**src/rtl/tia_playfield_capture.sv**
```systemverilog
// tia_playfield_capture: rebuilds PF0/PF1/PF2 from one serial playfield line.
// Optional left/right comparator: TIA_PLAYFIELD_CAPTURE_MISMATCH_EN.
module tia_playfield_capture #(
  parameter int PIXEL_CLOCKS = 4,
  parameter int LINE_BITS    = 40
) (
  input  logic       clk,
  input  logic       rst,
  input  logic       line_start,
  input  logic       pf_in,
  input  logic       reflect,
  input  logic       out_ready,
  output logic       out_valid,
  output logic [7:0] left_pf0,
  output logic [7:0] left_pf1,
  output logic [7:0] left_pf2,
  output logic [7:0] right_pf0,
  output logic [7:0] right_pf1,
  output logic [7:0] right_pf2,
  output logic       mismatch,
  output logic       overrun
);

  localparam int HALF = LINE_BITS / 2;
  localparam logic [1:0] PH_LAST = 2'(PIXEL_CLOCKS - 1);
  localparam logic [1:0] PH_MID  = 2'(PIXEL_CLOCKS / 2);
  localparam logic [5:0] BIT_LAST = 6'(LINE_BITS - 1);
  localparam logic [5:0] BIT_HALF = 6'(HALF);

  typedef enum logic {IDLE, CAPTURE} state_t;

  state_t      state;
  logic [1:0]  phase;
  logic [5:0]  bit_cnt;
  logic        ref_l;
  logic [19:0] left_k;
  logic [19:0] right_k;
  logic [19:0] left_nx;
  logic [19:0] right_nx;
  logic [4:0]  j;
  logic [4:0]  k_r;
  logic        sample;
  logic        xfer;
  logic        load;

  // Half-line bit k back into register form; pf0 low nibble never shown.
  function automatic logic [23:0] to_regs(input logic [19:0] v);
    logic [7:0] p0;
    logic [7:0] p1;
    logic [7:0] p2;
    p0 = {v[3:0], 4'h0};
    for (int i = 0; i < 8; i++) p1[7-i] = v[4+i];
    p2 = v[19:12];
    return {p0, p1, p2};
  endfunction

  always_comb begin
    sample   = (state == CAPTURE) && (phase == PH_MID) && !line_start;
    xfer     = sample && (bit_cnt == BIT_LAST);
    load     = xfer && (!out_valid || out_ready);
    j        = 5'(bit_cnt - BIT_HALF);
    k_r      = ref_l ? (5'(HALF - 1) - j) : j;
    left_nx  = left_k;
    right_nx = right_k;
    if (sample) begin
      if (bit_cnt < BIT_HALF) left_nx[bit_cnt[4:0]] = pf_in;
      else                    right_nx[k_r]         = pf_in;
    end
  end

  // The line_start cycle itself is phase 0, so the register resumes at 1.
  always_ff @(posedge clk) begin
    if (rst) begin
      state   <= IDLE;
      phase   <= 2'd0;
      bit_cnt <= 6'd0;
      ref_l   <= 1'b0;
      left_k  <= 20'd0;
      right_k <= 20'd0;
    end else if (line_start) begin
      state   <= CAPTURE;
      phase   <= 2'd1;
      bit_cnt <= 6'd0;
      left_k  <= 20'd0;
      right_k <= 20'd0;
    end else if (state == CAPTURE) begin
      left_k  <= left_nx;
      right_k <= right_nx;
      if (phase == PH_LAST) begin
        phase   <= 2'd0;
        bit_cnt <= bit_cnt + 6'd1;
      end else begin
        phase <= phase + 2'd1;
      end
      if (phase == 2'd0 && bit_cnt == BIT_HALF) ref_l <= reflect;
      if (xfer) begin
        state   <= IDLE;
        phase   <= 2'd0;
        bit_cnt <= 6'd0;
      end
    end
  end

  always_ff @(posedge clk) begin
    if (rst) begin
      out_valid <= 1'b0;
      overrun   <= 1'b0;
      {left_pf0, left_pf1, left_pf2}    <= 24'd0;
      {right_pf0, right_pf1, right_pf2} <= 24'd0;
    end else if (xfer) begin
      if (load) begin
        out_valid <= 1'b1;
        {left_pf0, left_pf1, left_pf2}    <= to_regs(left_nx);
        {right_pf0, right_pf1, right_pf2} <= to_regs(right_nx);
      end else begin
        overrun <= 1'b1;
      end
    end else if (out_valid && out_ready) begin
      out_valid <= 1'b0;
    end
  end

`ifdef TIA_PLAYFIELD_CAPTURE_MISMATCH_EN
  always_ff @(posedge clk) begin
    if (rst)       mismatch <= 1'b0;
    else if (load) mismatch <= (left_nx != right_nx);
  end
`else
  assign mismatch = 1'b0;
`endif

endmodule

```
**config.mk**
```make
export PLATFORM = sky130hd
export DESIGN_NAME = tia_playfield_capture
export DESIGN_NICKNAME = d
export VERILOG_FILES = /design/src/rtl/tia_playfield_capture.sv
export SDC_FILE = /design/constraint.sdc
export NUM_CORES = 1
export LEC_CHECK = 0
export ABC_AREA = 1
export CAP_MARGIN = 0
export CORE_ASPECT_RATIO = 1.25
export CORE_MARGIN = 5
export CORE_UTILIZATION = 40
export CTS_BUF_LIST = sky130_fd_sc_hd__clkbuf_8
export DETAILED_ROUTE_END_ITERATION = 16
export SLEW_MARGIN = 20
export SYNTH_ARGS = -nofsm -noshare
export SYNTH_HDL_FRONTEND = slang
export SYNTH_SLANG_ARGS = --single-unit
```
**constraint.sdc**
```tcl
create_clock -name clk -period 4.4 [get_ports clk]
set_clock_uncertainty 0.15 [all_clocks]
set_input_delay 1.1 -clock clk [delete_from_list [all_inputs] [get_ports clk]]
set_output_delay 1.1 -clock clk [all_outputs]
set_load 0.005 [all_outputs]
```
### Cell density map, run 1

Drawn at 3 px/um. 10 x 12 tiles, from white (low) to dark blue (high), 0 to 100% covered.
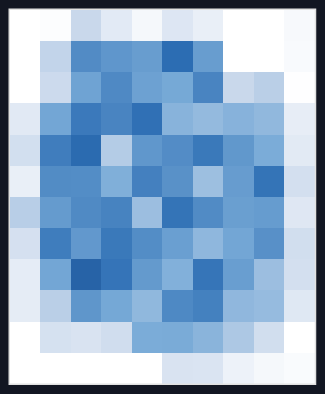
mean over tiles: 37%
emptiest ninth of the die: upper right
nearly empty tiles: 13%
densest ninth of the die: center
core region area: 10210 um2
Core Util, Final: 47.98%

### M1 wires, run 1

Drawn at 2 px/um. Supply wires on this layer in gray.
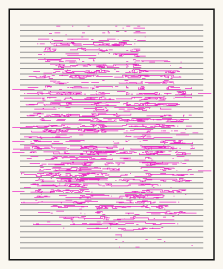
share of all routed wire: 46%
longest straight run: 23.0 um
GR met1 Demand/Resource: 18.73%
total number of vias: 3392

### The clock network, run 1

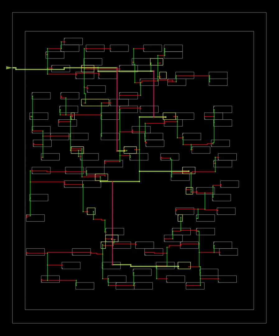
insertion delay to the later sink of the worst-skew pair: 0.36 ns
TritonCTS sink count: 92

==> reports/qor.rpt, run 1 <==
====================================================================================
Sequential Area                                                             1842 um2
Design internal power                                                        1102 uW
Combinational fraction of the cell area                                       40.59%
Syn. warnings                                                                      0
# nets final                                                                     600
Sequential cells                                                                  92
Post-detail-place hpwl                                                       6146 um
Number of maximum-capacitance violations                                           0
Crit path DAT                                                                3.22 ns
Clock share of power                                                           39.2%
Worst vdd rail ir drop                                                      187.7 uV
1st-pass router iterations                                                         7
Largest delay contributor family on the critical path                   simple AND/OR/NAND/NOR gates
DR WL/cell                                                                  12.35 um
Metal3 WL                                                                     456 um
Sw Ratio                                                                      22.94%
Result of the run                                                       finished, final reports clean
Starting density of the core                                                  41.10%
CTS H-Tree Depth                                                                   3
Non-Filler Cell Area, Final                                                 4898 um2
Adder-Cell Fraction of Synth Area                                             3.281%
Hold Path Stages                                                                   2
Hold endpoint                                                                overrun
Clock network contribution to total cell area                                 3.908%
Parity-gate share of the synthesized area counting xor and xnor cells         1.819%
Yosys cell types                                                                  31
Class of the most critical setup path                                         in2reg
DRC viols                                                                          0
Mux contribution to synthesized area                                              0%
Count of final hold-check violations                                               0
Final cell count without fillers                                                 717
Startpoint of the worst hold path                                            overrun
====================================================================================
==> run 1: cells in the mapped netlist, drive strengths merged <==
master / count
nand4: 8
dfxtp: 92
ha: 11
a21oi: 51
inv: 56
nor4: 1
buf: 20
nand2: 120
clkbuf: 12
xor2: 5
o21ai: 57
nand3: 33
nor3: 1
nor2: 75
conb: 1
nand3b: 1
xnor2: 2
==> run 1: how the worst max path moves through the flow <==
stage	start	cells after the start	endpoint	slack (ns)
2_1_floorplan	line_start	7	left_pf1[4]	2.08
3_3_place_gp	line_start	9	right_pf2[3]	1.01
3_5_place_dp	line_start	9	right_pf0[4]	0.92
4_1_cts	line_start	9	right_pf0[4]	1.32
5_1_grt	line_start	9	left_pf1[7]	1.10
6_report	line_start	9	right_pf0[4]	1.33
## Run 2: what changed since run 1
==> constraint.sdc (replaced) <==
create_clock -name clk -period 3 [get_ports clk]
set_clock_uncertainty 0.15 [all_clocks]
set_input_delay 0.75 -clock clk [delete_from_list [all_inputs] [get_ports clk]]
set_output_delay 0.75 -clock clk [all_outputs]
set_load 0.005 [all_outputs]
### The clock network, run 2

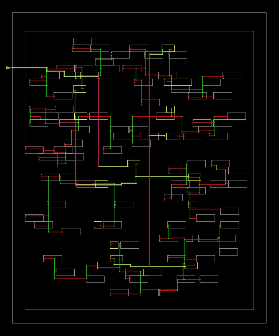
number of CTS-inserted buffers: 9
number of clock buffers in the layout: 9
sequential cells: 92
clock network power consumption: 840 uW

==> reports/qor.rpt, run 2 <==
====================================================================================
Result of the run                                                       finished, final reports clean
# nets final                                                                     603   +0.50%
Metal3 WL                                                                     350 um   -23%
Mux contribution to synthesized area                                              0%   unchanged
Largest delay contributor family on the critical path                   buffers and inverters
Hold Path Stages                                                                   2   unchanged
Most used standard cells in the synthesized netlist                     sky130_fd_sc_hd__nand2_1 (114), sky130_fd_sc_hd__dfxtp_1 (92), sky130_fd_sc_hd__nor2_1 (65), sky130_fd_sc_hd__o21ai_0 (57), sky130_fd_sc_hd__inv_1 (52)
Post-detail-place hpwl                                                       6216 um   +1.1%
Crit path DAT                                                                2.48 ns   -0.74 ns
CTS H-Tree Depth                                                                   3   unchanged
Clock network contribution to total cell area                                 4.040%   +0.13 points
Stages on worst setup path                                                         9   unchanged
Hold endpoint                                                                overrun
Combinational fraction of the cell area                                       40.13%   -0.46 points
Parity-gate share of the synthesized area counting xor and xnor cells         1.819%   unchanged
DRC viols                                                                          0   unchanged
1st-pass router iterations                                                         4   -3
Sequential Area                                                             1842 um2   unchanged
Starting density of the core                                                  41.10%   unchanged
Worst setup path start                                                    line_start
TritonCTS sink count                                                              92   unchanged
Yosys cell types                                                                  31   unchanged
Class of the most critical setup path                                         in2reg
Adder-Cell Fraction of Synth Area                                             3.281%   unchanged
GR met1 Demand/Resource                                                       18.45%   -0.28 points
Most used DFF post-synth                                                sky130_fd_sc_hd__dfxtp_1
Synth async-reset ratio                                                           0%   unchanged
====================================================================================
### Routed clock nets over the placement, run 2

Drawn at 3 px/um.
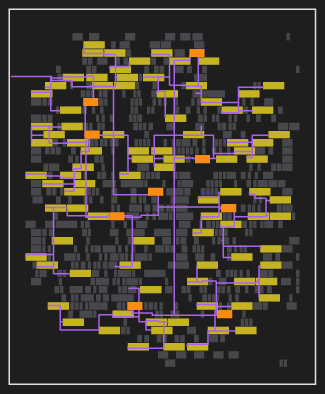
[clock-net drivers] orange | count: 9
[flip-flops] yellow | count: 92
[clock wires] purple | length: 1120 um
flops lie: widely spread
routed clock nets: 10
insertion delay to the later sink of the worst-skew pair: 0.37 ns
clock share of power: 39.6%

==> run 2: cell types whose count changed in the layout (fill, tap and decap cells not counted) <==
cell | before | now
sky130_fd_sc_hd__buf_4 | 2 | 3
sky130_fd_sc_hd__clkinv_4 | 0 | 2
sky130_fd_sc_hd__clkinv_2 | 2 | 1
sky130_fd_sc_hd__clkinv_1 | 1 | 0
sky130_fd_sc_hd__buf_12 | 1 | 3
==> run 2: power by group <==
group / internal [uW] / switching [uW]
clock network: 389 / 451
registers: 1220 / 4.22
logic: 16.0 / 39.2
==> run 2: through the flow <==
step                      area, um2  setup slack (ns)
after detailed placement       4755            0.2716
after CTS                      4955            0.6711
after floorplan                4225             1.029
after global placement         4755            0.3130
after global routing           4955            0.4985
final                          4955            0.6830
## Run 3: what changed since run 2
==> constraint.sdc (replaced) <==
create_clock -name clk -period 2.2 [get_ports clk]
set_clock_uncertainty 0.15 [all_clocks]
set_input_delay 0.55 -clock clk [delete_from_list [all_inputs] [get_ports clk]]
set_output_delay 0.55 -clock clk [all_outputs]
set_load 0.005 [all_outputs]
### Cell density map, run 3

Drawn at 3 px/um. 10 x 12 tiles, from white (low) to dark blue (high), 0 to 100% covered.
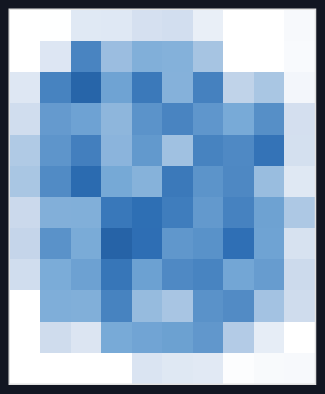
emptiest ninth of the die: upper right
mean over tiles: 39%
tiles over 75% full: 2.5%
densest ninth of the die: center
fullest tile: 80%
nearly empty tiles: 13%
Core Util, Final: 50.10%
starting density of the core: 41.10%

==> reports/qor.rpt, run 3 <==
====================================================================================
Parity-gate share of the synthesized area counting xor and xnor cells         1.819%   unchanged
Slew Viols, Final                                                                  0
Worst vdd rail ir drop                                                      383.4 uV
Instance area after placement                                               4902 um2   +3.1%
Buf+Inv Stages, Crit Path                                                          3
Number of clock buffers in the layout                                              9   unchanged
Maximum root-to-sink buffer count                                                  2
Most numerous logic cells after layout                                  sky130_fd_sc_hd__nand2_1 (114), sky130_fd_sc_hd__dfxtp_1 (92), sky130_fd_sc_hd__nor2_1 (65)
Class of the most critical setup path                                         in2reg
DRC viols                                                                          0   unchanged
Synthesized registers                                                             92
Most used DFF post-synth                                                sky130_fd_sc_hd__dfxtp_1
Post-detail-place hpwl                                                       6605 um   +6.2%
Non-clock buffers, area share                                                 13.70%
Number of global-route vias before repair                                       3254
Library cell with the highest instance count after synthesis            sky130_fd_sc_hd__nand2_1
Yosys cell types                                                                  31   unchanged
# nets final                                                                     621   +3.0%
Syn Inst Count                                                                   546
Largest regs                                                            left_k: 20 flops, right_k: 20 flops
Synth async-reset ratio                                                           0%   unchanged
Sequential cells                                                                  92   unchanged
Sequential Area                                                             1842 um2   unchanged
Worst slack after detailed placement                                      -0.1747 ns   -0.4463 ns
TritonCTS sink count                                                              92   unchanged
Most used standard cells in the synthesized netlist                     sky130_fd_sc_hd__nand2_1 (114), sky130_fd_sc_hd__dfxtp_1 (92), sky130_fd_sc_hd__nor2_1 (65), sky130_fd_sc_hd__o21ai_0 (57), sky130_fd_sc_hd__inv_1 (52)
Final setup violation count                                                        0
Final cell count without fillers                                                 737
Crit path DAT                                                                2.13 ns   -0.35 ns
Mux contribution to synthesized area                                              0%   unchanged
Port buffer count                                                                 47
Metal3 WL                                                                     399 um   +14%
Final Worst Setup Slack                                                    0.2113 ns   -0.4717 ns
Largest delay contributor family on the critical path                   buffers and inverters
Non-Filler Cell Area, Final                                                 5115 um2   +3.2%
Adder-Cell Fraction of Synth Area                                             3.281%   unchanged
Combinational fraction of the cell area                                       38.87%   -1.3 points
Insertion delay to the later sink of the worst-skew pair                     0.36 ns   about the same
Number of CTS-inserted buffers                                                     9   unchanged
DR WL/cell                                                                  12.54 um
1st-pass router iterations                                                         5   +1
Result of the run                                                       finished, final reports clean
Die span in x                                                               101.6 um
Tally of OpenROAD warnings                                                        34
Clock network contribution to total cell area                                 4.159%   +0.12 points
Count of antenna diodes in the layout                                              0
Antenna violations before repair                                                   0
====================================================================================
### M1 wires, run 3

Drawn at 2 px/um. Supply wires on this layer in gray.
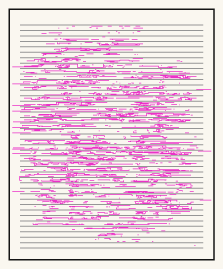
share of all routed wire: 45%
main direction: horizontal
nets with wire on the layer: 567
wire length on this layer: 4180 um
GR met1 Demand/Resource: 19.00%
total wire length after detailed routing: 9243 um
total number of vias: 3512

==> run 3: cell count changes in the layout (fill, tap and decap cells not counted), sizes merged <==
cell / before / now
clkinvlp: 2 / 1
clkinv: 3 / 1
inv: 57 / 58
bufinv: 1 / 2
buf: 6 / 24
==> run 3: final timing paths <==
kind	endpoint	from	cells after the start	slack [ns]
setup reg to reg	right_pf2[1]	bit_cnt[2]	11	0.31
hold / removal	overrun	overrun	2	0.31
setup / recovery	right_pf0[4]	line_start	9	0.21
hold reg to reg	overrun	overrun	2	0.31
==> run 3: power by group <==
group	internal (uW)	switching, uW
sequential	1670	5.75
combinational	27.1	54.4
clock	636	586
total	2330	646
Power figures rest on the tool's default switching activity, not on a simulated workload.
